### Logic cells by family, run 1

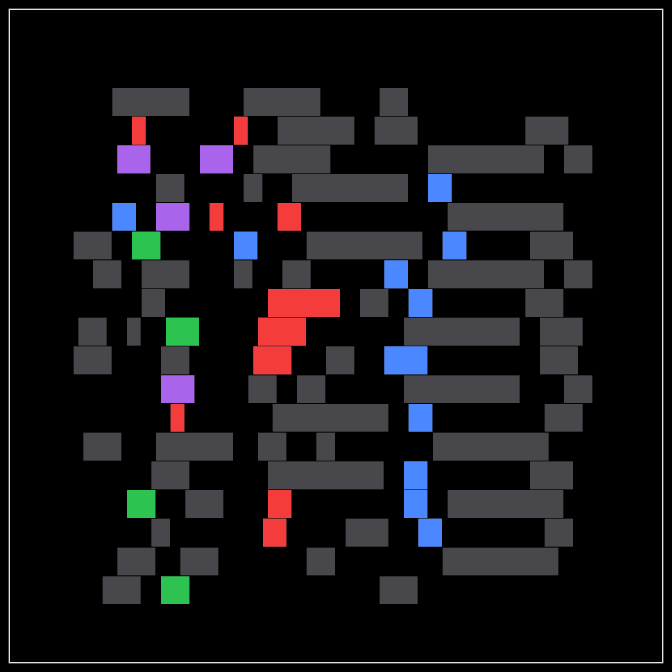
### Track usage over the die, run 1

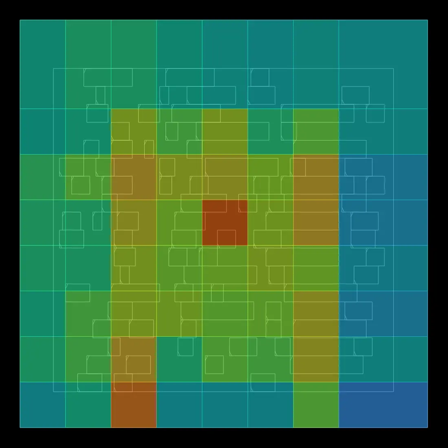
### Placement by cell class, run 1

Bar = 20 um.
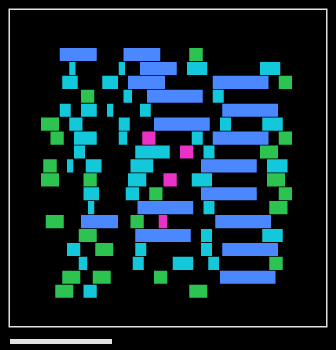
### Clock wires, drivers and flops, run 1

Bar = 20 um.
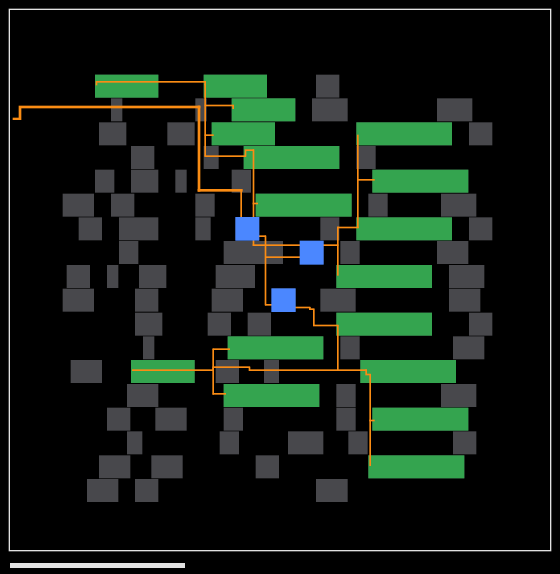
--- config.mk ---
export PLATFORM = sky130hd
export DESIGN_NAME = alu4_shift_result_buf
export DESIGN_NICKNAME = d
export VERILOG_FILES = /design/src/rtl/alu4_pkg.sv /design/src/rtl/alu4_shift_flags.sv /design/src/rtl/alu4_shift_result_buf.sv
export SDC_FILE = /design/constraint.sdc
export NUM_CORES = 1
export LEC_CHECK = 0
export ABC_CLOCK_PERIOD_IN_PS = 1900
export CAP_MARGIN = 20
export CELL_PAD_IN_SITES_DETAIL_PLACEMENT = 2
export CELL_PAD_IN_SITES_GLOBAL_PLACEMENT = 2
export CORE_MARGIN = 5
export CORE_UTILIZATION = 30
export DETAILED_ROUTE_END_ITERATION = 10
export HOLD_SLACK_MARGIN = 0.02
export PLACE_DENSITY_LB_ADDON = 0.1
export SLEW_MARGIN = 15
export SYNTH_ARGS = -nofsm -noshare
export SYNTH_HDL_FRONTEND = slang
export SYNTH_SLANG_ARGS = --single-unit
--- constraint.sdc ---
create_clock -name clk -period 1.9 [get_ports clk]
set_input_delay 0.38 -clock clk [delete_from_list [all_inputs] [get_ports clk]]
set_output_delay 0.38 -clock clk [all_outputs]
set_load 0.05 [all_outputs]
--- src/rtl/alu4_pkg.sv ---
// Shared types and widths for the 4-bit shift result buffer.
// Entry layout is {res, z, lost}; the counter width applies to the optional stats counter.
package alu4_pkg;
    localparam int DATA_W = 4;
    localparam int CNT_W  = 8;

    typedef struct packed {
        logic [DATA_W-1:0] res;
        logic              z;
        logic              lost;
    } entry_t;
endpackage

--- src/rtl/alu4_shift_flags.sv ---
// Combinational flag generation for a left-shift result: zero flag from res,
// lost flag set when any bit of op_a that the shift pushed past the MSB was 1.
module alu4_shift_flags
    import alu4_pkg::*;
(
    input  logic [DATA_W-1:0] op_a,
    input  logic [1:0]        sh,
    input  logic [DATA_W-1:0] res,
    output logic              z,
    output logic              lost
);
    logic [DATA_W-1:0] kept_mask;

    always_comb begin
        // Bits of op_a that survive the shift; the complement is what fell off the top.
        kept_mask = {DATA_W{1'b1}} >> sh;
        z         = (res == '0);
        lost      = |(op_a & ~kept_mask);
    end
endmodule

--- src/rtl/alu4_shift_result_buf.sv ---
// Ready/valid FIFO holding {res, z, lost} entries of a 4-bit left-shift stage.
// Optional accepted-transfer counter on out_cnt when ALU4_SHIFT_STATS_EN is defined.
module alu4_shift_result_buf
    import alu4_pkg::*;
#(
    parameter int DEPTH = 2
) (
    input  logic              clk,
    input  logic              rst,
    input  logic              in_valid,
    output logic              in_ready,
    input  logic [DATA_W-1:0] op_a,
    input  logic [1:0]        sh,
    input  logic [DATA_W-1:0] res,
    output logic              out_valid,
    input  logic              out_ready,
    output logic [DATA_W-1:0] out_res,
    output logic              out_z,
    output logic              out_lost
`ifdef ALU4_SHIFT_STATS_EN
    ,
    output logic [CNT_W-1:0]  out_cnt
`endif
);
    localparam int PTR_W = (DEPTH > 1) ? $clog2(DEPTH) : 1;
    localparam int OCC_W = $clog2(DEPTH + 1);

    entry_t            in_entry;
    entry_t            head_entry;
    entry_t            mem_reg [DEPTH];
    logic [PTR_W-1:0]  wr_ptr_reg;
    logic [PTR_W-1:0]  rd_ptr_reg;
    logic [OCC_W-1:0]  count_reg;
    logic [OCC_W-1:0]  count_next;
    logic              flag_z;
    logic              flag_lost;
    logic              push;
    logic              pop;

    alu4_shift_flags u_flags (
        .op_a (op_a),
        .sh   (sh),
        .res  (res),
        .z    (flag_z),
        .lost (flag_lost)
    );

    always_comb begin
        in_entry = '{res: res, z: flag_z, lost: flag_lost};
    end

    // Handshake depends only on registered occupancy, never on out_ready.
    assign in_ready   = (count_reg < OCC_W'(DEPTH));
    assign out_valid  = (count_reg != '0);
    assign push       = in_valid && in_ready;
    assign pop        = out_valid && out_ready;

    assign head_entry = mem_reg[rd_ptr_reg];
    assign out_res    = head_entry.res;
    assign out_z      = head_entry.z;
    assign out_lost   = head_entry.lost;

    generate
        for (genvar gi = 0; gi < DEPTH; gi++) begin : g_slot
            always_ff @(posedge clk) begin
                if (rst) begin
                    mem_reg[gi] <= '0;
                end else if (push && (wr_ptr_reg == PTR_W'(gi))) begin
                    mem_reg[gi] <= in_entry;
                end
            end
        end
    endgenerate

    always_comb begin
        count_next = count_reg;
        case ({push, pop})
            2'b10:   count_next = count_reg + OCC_W'(1);
            2'b01:   count_next = count_reg - OCC_W'(1);
            default: count_next = count_reg;
        endcase
    end

    // DEPTH is a power of two, so pointer overflow is the wrap.
    always_ff @(posedge clk) begin
        if (rst) begin
            wr_ptr_reg <= '0;
            rd_ptr_reg <= '0;
            count_reg  <= '0;
        end else begin
            if (push) wr_ptr_reg <= wr_ptr_reg + PTR_W'(1);
            if (pop)  rd_ptr_reg <= rd_ptr_reg + PTR_W'(1);
            count_reg <= count_next;
        end
    end

`ifdef ALU4_SHIFT_STATS_EN
    logic [CNT_W-1:0] stat_cnt_reg;

    always_ff @(posedge clk) begin
        if (rst) begin
            stat_cnt_reg <= '0;
        end else if (push && (stat_cnt_reg != {CNT_W{1'b1}})) begin
            stat_cnt_reg <= stat_cnt_reg + CNT_W'(1);
        end
    end

    assign out_cnt = stat_cnt_reg;
`endif
endmodule

==> results.yml <==
# yosys + openroad results
outcome:
  outcome: "completed"
critical_path:
  startpoint_type: "register"
  endpoint: "out_res[1]"
  r2r_start: "count_reg[1]"
  cp_max_fo: 6
  critPathArrivalTime_ns: 1.33
  path_depth: 2
  cpPeakStageDelay_ns: 0.49
  path_buffers: 1
clock_network:
  insertion_delay_ns: 0.28
  cts_resized: 0
  cts_buffer_depth: 2
  postCtsSetupBuffers: 0
  cts_tree: "yes"
flow_run:
  maxCapViolCount: 0
floorplan:
  rows: 18
  io_pins: 22
  fp_util_pct: 31.85
  die-height_um: 61.75
placement:
  dp.cells: 113
  hpwl_um: 1295
  port_buffers: 20
  place_area_sq_um: 1036
  gp_congestion: 0.6285
cells_and_area:
  area_delta_synth_final_pct: 32.40
  final_layout_size_suffix_gt1_share_pct: 32.18
  nets: 103
  comb_area_sq_um: 324.1
  utilization_pct: 42.16
synthesis:
  yosysUniqueCellTypes: 25
  ys_seq_share_pct: 57.32
  synthTopCellsByCount: "12 x edfxtp_1, 8 x and2_1, 6 x mux2_2"
  synthesis.area_sq_um: 803.3
  synth-edff-count: 12
detailed_routing:
  post-route-drc-count: 0
  drtAntennaViolNets: 0
  wl_um: 1612
sta:
  tightest_slew_ns: 0.3051
  fin_crit_ns: 1.714
  rsz0062_at_grt: "false"
  min_period_over_period_pct: 90.21
  slew_viol_final: 0
  skew_ns: 0.006286
min_path:
  holdPathStages: 2
  min_path_type: "register to register"
grt:
  grt_pass1_wl_um: 2787
  grt_usage_pct: 10.24
pwr:
  power_leakage_nw: 0.4199
Back to the opening pictures, 'Logic cells by family':
AND and OR gates -> blue  # cells 11, most used and2_1
NOR gates -> red  # cells 10, most used nor2_1
AND-OR and OR-AND gates -> green  # cells 4, most used o21a_1
XOR/XNOR gates -> purple  # cells 4
Comb area share: 30.47%
final non-filler cell total: 117

Back to the opening pictures, 'Track usage over the die':
GRT met2 Usage: 18.98%
busiest layer in global routing: met2

Back to the opening pictures, 'Placement by cell class':
flops -> blue  # cells 17, share of their area 45%
clock drivers and dummy loads -> magenta  # cells 4, share of their area 2.7%
all other logic -> cyan  # cells 42, share of their area 32%
other buffers and delay cells -> green  # cells 24, share of their area 20%

Back to the opening pictures, 'Clock wires, drivers and flops':
clock wires -> orange  # length 189 um
cells driving clock nets -> blue  # count 3
flip-flops -> green  # count 17
routed clock nets = 4

## run 1: worst min path at each step
stage | startpoint | end | slack [ns]
6_report | rd_ptr_reg | register | 0.54
5_1_grt | count_reg[1] | count_reg[1] | 0.60
4_1_cts | rd_ptr_reg | register | 0.55
3_5_place_dp | rd_ptr_reg | register | 0.51
3_3_place_gp | rd_ptr_reg | rd_ptr_reg | 0.50
2_1_floorplan | rd_ptr_reg | register | 0.48
## run 1: metrics by stage
| stage | hold slack, ns | total power, mW |
|---|---|---|
| detailed placement | 0.5136 | 1.280 |
| CTS | 0.5498 | 1.469 |
| global route | 0.6008 | 1.540 |
| floorplan | 0.4809 | 1.074 |
| finish | 0.5440 | 1.443 |
| global placement | 0.4972 | 1.263 |
## run 1: where the power goes
group / total (mW) / switching (mW) / internal, mW
clock: 0.184 / 0.106 / 0.0780
sequential: 0.567 / 0.0717 / 0.495
combinational: 0.693 / 0.416 / 0.277
total: 1.44 / 0.594 / 0.850
## run 1: layer usage
layer	GRT usage, %	up-vias	part of all wire, %	routed length (um)
met5	0	-	0	0
met2	18.98	13	53	848
met1	11.65	256	41	659
li1	-	269	-	-
met3	2.479	2	5.8	94
met4	2.727	0	0.56	9
## run 1: logic make-up (layout without fill, tap and decap cells)
logic type | Yosys count | in the layout | synth area share (%)
AOI/OAI and AO/OA | 8 | 8 | 6.698
adders and majority gates | 1 | 1 | 1.557
xor gates and xnor gates | 4 | 4 | 4.362
muxes | 6 | 6 | 8.411
buffers and inverters | 4 | 29 | 2.337
and+or+nand+nor | 22 | 22 | 19.32
DFF | 17 | 17 | 57.32
## run 1: area by class of cell
type,count,share of cell area [%]
Sequential cell,17,43.29
Multi-Input combinational cell,41,30.47
Timing Repair Buffer,24,19.76
Tap cell,30,3.529
Clock buffer,3,2.118
Clock inverter,1,0.4706
Inverter,1,0.3529
Power figures rest on the tool's default switching activity, not on a simulated workload.
